### src/rtl/psc_frame_scheduler.sv
// Frame scheduler: arbitrates trigger, setpoint and heartbeat frames onto byte slots.
// Optional build macro PSC_TRIG_PREEMPT_EN lets a pending trigger abort a setpoint/heartbeat frame.
module psc_frame_scheduler #(
    parameter int unsigned FRAME_LEN       = 10,
    parameter int unsigned HEARTBEAT_TICKS = 1000
) (
    input  logic       clk,
    input  logic       reset,
    input  logic       sym_tick,
    input  logic       trig_req,
    input  logic       sp_req,
    output logic       byte_load,
    output logic [3:0] byte_addr,
    output logic [1:0] frame_sel,
    output logic       frame_active,
    output logic       sp_ack,
    output logic       trig_overrun
);

    localparam int unsigned HbW = $clog2(HEARTBEAT_TICKS + 1);
    localparam logic [HbW-1:0] HbMax = HbW'(HEARTBEAT_TICKS);
    localparam logic [3:0] LastAddr = 4'(FRAME_LEN - 1);

    localparam logic [1:0] SelNone = 2'b00;
    localparam logic [1:0] SelTrig = 2'b01;
    localparam logic [1:0] SelSp   = 2'b10;
    localparam logic [1:0] SelHb   = 2'b11;

`ifdef PSC_TRIG_PREEMPT_EN
    localparam bit PreemptEn = 1'b1;
`else
    localparam bit PreemptEn = 1'b0;
`endif

    typedef enum logic [1:0] {StIdle, StSend, StGap} state_e;

    state_e         state_q, state_d;
    logic [3:0]     addr_q, addr_d;
    logic [1:0]     sel_q, sel_d;
    logic           load_q, load_d;
    logic           ack_q, ack_d;
    logic           ovr_q, ovr_d;
    logic           pend_q, pend_d;
    logic [HbW-1:0] hb_q, hb_d;

    logic       hb_due;
    logic       start;
    logic       grant_trig;
    logic [1:0] grant_sel;

    always_comb begin
        state_d    = state_q;
        addr_d     = addr_q;
        sel_d      = sel_q;
        load_d     = 1'b0;
        hb_d       = hb_q;
        start      = 1'b0;
        hb_due     = (hb_q == HbMax);
        grant_sel  = SelNone;

        if (pend_q) begin
            grant_sel = SelTrig;
        end else if (sp_req) begin
            grant_sel = SelSp;
        end else if (hb_due) begin
            grant_sel = SelHb;
        end

        case (state_q)
            StIdle: begin
                if (sym_tick) begin
                    if (grant_sel != SelNone) begin
                        start = 1'b1;
                    end else if (!hb_due) begin
                        hb_d = hb_q + HbW'(1);
                    end
                end
            end
            StSend: begin
                if (sym_tick) begin
                    if (PreemptEn && pend_q && (sel_q != SelTrig)) begin
                        start = 1'b1;
                    end else if (addr_q == LastAddr) begin
                        state_d = StGap;
                    end else begin
                        addr_d = addr_q + 4'd1;
                        load_d = 1'b1;
                    end
                end
            end
            StGap: begin
                // The slot ending GAP doubles as an idle arbitration slot.
                if (sym_tick) begin
                    if (grant_sel != SelNone) begin
                        start = 1'b1;
                    end else begin
                        state_d = StIdle;
                        addr_d  = 4'd0;
                        sel_d   = SelNone;
                        if (!hb_due) begin
                            hb_d = hb_q + HbW'(1);
                        end
                    end
                end
            end
            default: begin
                state_d = StIdle;
                addr_d  = 4'd0;
                sel_d   = SelNone;
            end
        endcase

        if (start) begin
            state_d = StSend;
            addr_d  = 4'd0;
            sel_d   = grant_sel;
            load_d  = 1'b1;
            hb_d    = '0;
        end

        grant_trig = start && (grant_sel == SelTrig);
        ack_d      = load_d && (sel_d == SelSp) && (addr_d == LastAddr);
        pend_d     = (pend_q && !grant_trig) || trig_req;
        ovr_d      = trig_req && pend_q && !grant_trig;
    end

    always_ff @(posedge clk) begin
        if (reset) begin
            state_q <= StIdle;
            addr_q  <= 4'd0;
            sel_q   <= SelNone;
            load_q  <= 1'b0;
            ack_q   <= 1'b0;
            ovr_q   <= 1'b0;
            pend_q  <= 1'b0;
            hb_q    <= '0;
        end else begin
            state_q <= state_d;
            addr_q  <= addr_d;
            sel_q   <= sel_d;
            load_q  <= load_d;
            ack_q   <= ack_d;
            ovr_q   <= ovr_d;
            pend_q  <= pend_d;
            hb_q    <= hb_d;
        end
    end

    assign byte_load    = load_q;
    assign byte_addr    = addr_q;
    assign frame_sel    = sel_q;
    assign frame_active = (state_q != StIdle);
    assign sp_ack       = ack_q;
    assign trig_overrun = ovr_q;

endmodule
### config.mk
export PLATFORM = sky130hd
export DESIGN_NAME = psc_frame_scheduler
export DESIGN_NICKNAME = d
export VERILOG_FILES = /design/src/rtl/psc_frame_scheduler.sv
export SDC_FILE = /design/constraint.sdc
export NUM_CORES = 1
export LEC_CHECK = 0
export CELL_PAD_IN_SITES_DETAIL_PLACEMENT = 2
export CELL_PAD_IN_SITES_GLOBAL_PLACEMENT = 2
export CORE_ASPECT_RATIO = 0.7
export CORE_MARGIN = 8
export CORE_UTILIZATION = 34
export CTS_CLUSTER_DIAMETER = 200
export DETAILED_ROUTE_END_ITERATION = 12
export GPL_ROUTABILITY_DRIVEN = 0
export GPL_TIMING_DRIVEN = 0
export PLACE_DENSITY_LB_ADDON = 0.08
export SLEW_MARGIN = 0
export SYNTH_ARGS = -nofsm -noshare
export SYNTH_HDL_FRONTEND = slang
export SYNTH_SLANG_ARGS = --single-unit
### constraint.sdc
create_clock -name clk -period 3.27 [get_ports clk]
set_input_delay 0.654 -clock clk [delete_from_list [all_inputs] [get_ports clk]]
set_output_delay 0.654 -clock clk [all_outputs]
set_load 0.02 [all_outputs]
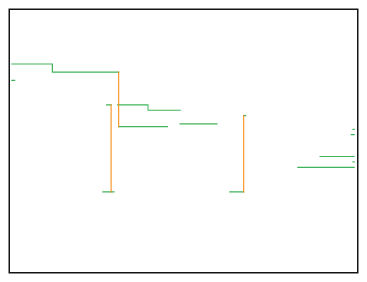
*Metal layers overlaid, run 1*
(4 px per um) Only two layers are drawn.
Key: met3 = green [wire length 99.1 um]; met4 = orange [wire length 54.4 um]
wire length per cell after detailed routing: 17.3 um
total number of vias: 1116
wirelength, routed: 3.70 mm
GRT Resource Usage Total: 14.3%

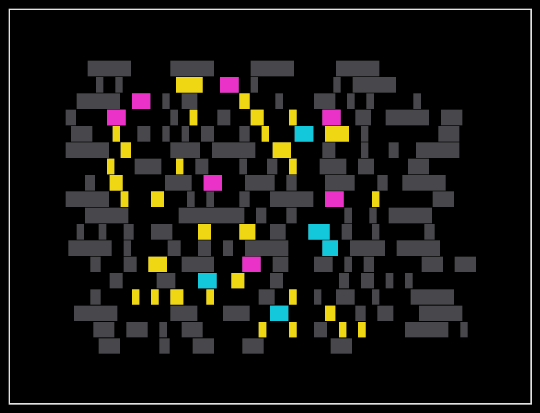
*Logic cells by family, run 1*
(6 px per um)
Key: XOR/XNOR gates = magenta [cells 7]; NAND gates = yellow [cells 31]; AND-OR and OR-AND gates = cyan [cells 5]
highest-count logic cell in the final layout: sky130_fd_sc_hd__dfxtp_1
proportion of cell area occupied by multi-input gates: 48.0%
final cell count without fillers: 214

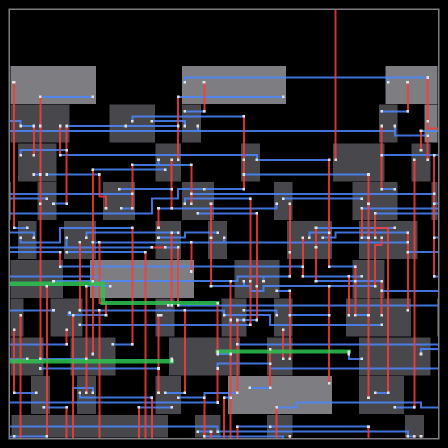
*Layout detail, run 1*
Window x 28 to 58, y 31 to 61 um. Cells in gray, sequential cells in the stronger gray; small squares are vias.
Key: met1 = blue; met3 = green; met2 = red
Sequential cells in the window: 5. 47 logic cells have their middle in the window. Netlist names of flops here include hb_q (5). Most frequent: nor2_1 (7), nand2_1 (5), dfxtp_1 (5).

==> results_tabular.tex, run 1 <==
% Synthesis and place-and-route results
\begin{tabular}{lr}
\hline
Metric & Value \\
\hline
\multicolumn{2}{l}{\textbf{Setup path}} \\
\quad Kind of cell adding the most delay to the critical path & simple AND/OR/NAND/NOR gates \\
\quad Worst EP arrival & 2.51 ns \\
\quad Setup crit end kind & flop \\
\quad Peak fanout along the critical path & 10 \\
\multicolumn{2}{l}{\textbf{Final timing}} \\
\quad Crit share post-route & 72.3\% \\
\quad Final max-slew violation count & 0 \\
\quad Number of setup violations in the final report & 0 \\
\quad Setup WS post-layout & 0.904 ns \\
\multicolumn{2}{l}{\textbf{Logic synthesis}} \\
\quad Basic-gate share of the synthesized area counting and, or, nand and nor cells & 31.2\% \\
\quad Syn Nets & 155 \\
\quad Flops out of synthesis & 22 \\
\multicolumn{2}{l}{\textbf{Detailed routing}} \\
\quad Via-per-instance ratio & 5.21 \\
\quad Uppermost metal layer occupied by signal nets & met4 \\
\multicolumn{2}{l}{\textbf{Die}} \\
\quad I/O pin count & 15 \\
\multicolumn{2}{l}{\textbf{Layout}} \\
\quad Area Overhead vs Synth & 23.0\% \\
\quad Area taken by flip-flops and latches & $\sim$440 um2 \\
\quad Finished layout cell area & between 1000 and 1500 um2 \\
\multicolumn{2}{l}{\textbf{CTS}} \\
\quad Cell at the root of the clock tree & sky130\_fd\_sc\_hd\_\_clkbuf\_8 \\
\quad Cells resized by post-CTS repair & 0 \\
\multicolumn{2}{l}{\textbf{Run}} \\
\quad Number of warnings in the stage logs & 28 \\
\multicolumn{2}{l}{\textbf{GRT}} \\
\quad Largest net degree at the start of global routing & 14 \\
\multicolumn{2}{l}{\textbf{Pwr}} \\
\quad Share of power burned in the clock network & between 40\% and 50\% \\
\quad Switching power of the nets & 0.148 mW \\
\multicolumn{2}{l}{\textbf{Status}} \\
\quad Status & finished, final reports clean \\
\hline
\end{tabular}
-- run 1: tightest hold or removal path: cells and delay by family, from the launching register on --
kind               cells  cell delay, ns
DFF                    1            0.33
and+or+nand+nor        1            0.07
AOI/OAI and AO/OA      1            0.06
-- run 1: cells in the mapped netlist, types with 2 or more instances --
| library cell | count | area [um2] |
|---|---|---|
| sky130_fd_sc_hd__a21oi_1 | 10 | 50.1 |
| sky130_fd_sc_hd__a22oi_1 | 2 | 15.0 |
| sky130_fd_sc_hd__a31oi_1 | 2 | 12.5 |
| sky130_fd_sc_hd__and3_1 | 2 | 12.5 |
| sky130_fd_sc_hd__and4b_1 | 2 | 20.0 |
| sky130_fd_sc_hd__buf_2 | 2 | 10.0 |
| sky130_fd_sc_hd__clkbuf_1 | 3 | 11.3 |
| sky130_fd_sc_hd__dfxtp_1 | 22 | 440 |
| sky130_fd_sc_hd__ha_1 | 4 | 50.1 |
| sky130_fd_sc_hd__inv_1 | 7 | 26.3 |
| sky130_fd_sc_hd__nand2_1 | 17 | 63.8 |
| sky130_fd_sc_hd__nand2b_1 | 3 | 18.8 |
| sky130_fd_sc_hd__nand3_1 | 3 | 15.0 |
| sky130_fd_sc_hd__nand4_1 | 2 | 12.5 |
| sky130_fd_sc_hd__nand4b_1 | 2 | 17.5 |
| sky130_fd_sc_hd__nor2_1 | 20 | 75.1 |
| sky130_fd_sc_hd__nor2b_1 | 4 | 25.0 |
| sky130_fd_sc_hd__nor3_1 | 2 | 10.0 |
| sky130_fd_sc_hd__o21ai_0 | 6 | 30.0 |
| sky130_fd_sc_hd__xnor2_1 | 4 | 35.0 |
| sky130_fd_sc_hd__xor2_1 | 3 | 26.3 |
### Met1 routing, run 1

(4 px per um) Supply wires on this layer in gray.
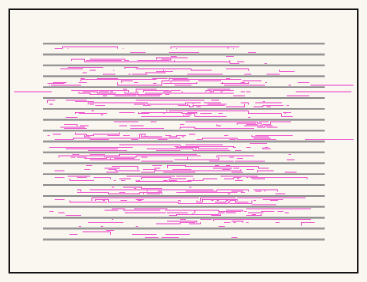

==> inputs of run 2 (changes only) <==
--- a/config.mk
+++ b/config.mk
@@ -9,7 +9,7 @@
 export CELL_PAD_IN_SITES_GLOBAL_PLACEMENT = 2
 export CORE_ASPECT_RATIO = 0.7
 export CORE_MARGIN = 8
-export CORE_UTILIZATION = 34
+export CORE_UTILIZATION = 32
 export CTS_CLUSTER_DIAMETER = 200
 export DETAILED_ROUTE_END_ITERATION = 12
 export GPL_ROUTABILITY_DRIVEN = 0
==> constraint.sdc (replaced) <==
create_clock -name clk -period 2.4 [get_ports clk]
set_input_delay 0.48 -clock clk [delete_from_list [all_inputs] [get_ports clk]]
set_output_delay 0.48 -clock clk [all_outputs]
set_load 0.02 [all_outputs]
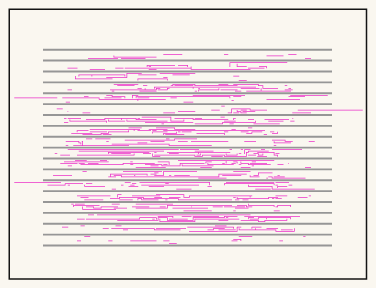
*Met1 routing, run 2*
(4 px per um) Supply wires on this layer in gray.
158 nets have wire on it. The wires run mostly horizontal. The layer carries 1900 um of wire.
total number of vias: 1106
wirelength, routed: 3.64 mm
routing usage on met1: 18.8%

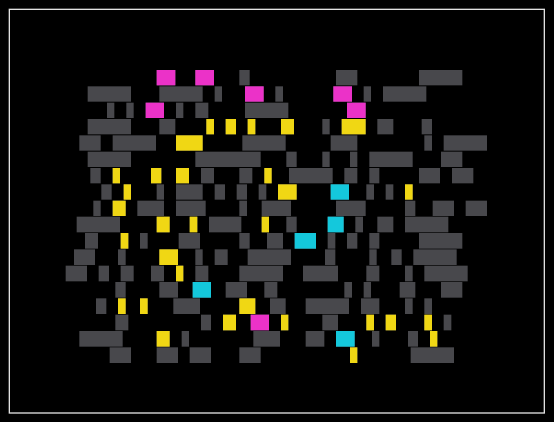
*Logic cells by family, run 2*
(6 px per um)
Key: XOR/XNOR gates = magenta [cells 7, where north]; NAND gates = yellow [cells 31]; AND-OR and OR-AND gates = cyan [cells 5, where center]

==> results_tabular.tex, run 2 <==
% Synthesis and place-and-route results
\begin{tabular}{lr}
\hline
Metric & Value \\
\hline
\multicolumn{2}{l}{\textbf{Status}} \\
\quad Status & finished, final reports clean \\
\multicolumn{2}{l}{\textbf{Layout}} \\
\quad Highest-count logic cell in the final layout & sky130\_fd\_sc\_hd\_\_dfxtp\_1 \\
\quad Finished layout cell area & approximately 1500 um2 \\
\multicolumn{2}{l}{\textbf{Logic synthesis}} \\
\quad Top cells by instance count after synthesis & sky130\_fd\_sc\_hd\_\_dfxtp\_1, sky130\_fd\_sc\_hd\_\_nor2\_1, sky130\_fd\_sc\_hd\_\_nand2\_1, sky130\_fd\_sc\_hd\_\_a21oi\_1, sky130\_fd\_sc\_hd\_\_inv\_1 \\
\quad Most numerous cell in the Yosys netlist & sky130\_fd\_sc\_hd\_\_dfxtp\_1 \\
\quad Cell types occupying the most area after synthesis & sky130\_fd\_sc\_hd\_\_dfxtp\_1, sky130\_fd\_sc\_hd\_\_nor2\_1, sky130\_fd\_sc\_hd\_\_nand2\_1 \\
\quad Flops out of synthesis & 22 \\
\quad Leading area contributor after synthesis & sky130\_fd\_sc\_hd\_\_dfxtp\_1 \\
\quad Syn Nets & 155 \\
\quad Top cell area share & 37.0\% \\
\multicolumn{2}{l}{\textbf{Detailed routing}} \\
\quad Via-per-instance ratio & 5.17 \\
\quad Wire length per cell after detailed routing & 17.0 um \\
\multicolumn{2}{l}{\textbf{Final timing}} \\
\quad Crit share post-route & approximately 93\% \\
\quad Setup WS post-layout & around 0.18 ns \\
\quad Number of setup violations in the final report & 0 \\
\quad Final max-slew violation count & 0 \\
\multicolumn{2}{l}{\textbf{CTS}} \\
\quad Cells resized by post-CTS repair & 0 \\
\multicolumn{2}{l}{\textbf{Pwr}} \\
\quad Switching power of the nets & between 0.2 and 0.25 mW \\
\quad Share of power burned in the clock network & 41.6\% \\
\multicolumn{2}{l}{\textbf{GRT}} \\
\quad GRT Resource Usage Total & 13.6\% \\
\quad Largest net degree at the start of global routing & 14 \\
\multicolumn{2}{l}{\textbf{Setup path}} \\
\quad Peak fanout along the critical path & 9 \\
\quad Worst EP arrival & approximately 1.7 ns \\
\multicolumn{2}{l}{\textbf{Run}} \\
\quad Number of warnings in the stage logs & 28 \\
\hline
\end{tabular}
[run 2: worst max-delay path, cell delays in order, from the launching register on]
cell                              delay [ns]
sky130_fd_sc_hd__dfxtp_1                0.32
sky130_fd_sc_hd__clkbuf_1               0.37
sky130_fd_sc_hd__or2_2                  0.19
sky130_fd_sc_hd__clkdlybuf4s50_1        0.59
[run 2: worst paths after layout]
kind | end | slack, ns | cells past startpoint
hold reg to reg | frame_sel[0] | 0.49 | 2
hold / removal | frame_sel[0] | 0.49 | 2
setup / recovery | frame_active | 0.18 | 3
setup reg to reg | sp_ack | 0.35 | 6
[run 2: metrics by stage]
stage          std cells  hold WS (ns)  total power [mW]
4_1_cts              214         0.492             0.861
6_report             214         0.489             0.844
3_3_place_gp         210         0.467             0.498
5_1_grt              214         0.522             0.885
3_5_place_dp         210         0.477             0.502
2_1_floorplan        146         0.451             0.455
[run 2: final cells by class]
| cell class | instances | share of cell area [%] |
|---|---|---|
| inverters | 7 | 1.79 |
| repair buffers | 14 | 9.56 |
| multi-input cells | 112 | 48.0 |
| flip-flops and latches | 22 | 30.1 |
| plain buffers | 5 | 1.45 |
| clock inverters | 1 | 2.05 |
| clock buffers | 3 | 2.82 |
| well taps | 50 | 4.27 |
[run 2: layer usage]
| metal | share of wire [%] | GRT usage, % | vias up | wire [um] |
|---|---|---|---|---|
| li1 | - | - | 550 | - |
| met1 | 52 | 18.8 | 540 | 1900 |
| met2 | 43 | 20.6 | 14 | 1580 |
| met3 | 3.8 | 3.81 | 2 | 140 |
| met4 | 0.49 | 1.89 | 0 | 18 |
| met5 | 0 | 0 | - | 0 |
[run 2: logic make-up after synthesis]
logic type	synth area share, %
xor+xnor	5.15
fa+ha+maj	4.20
flops	37.0
compound gates	18.5
simple gates	31.2
buf+inv	3.99
Power is estimated from default activity; no workload was simulated.
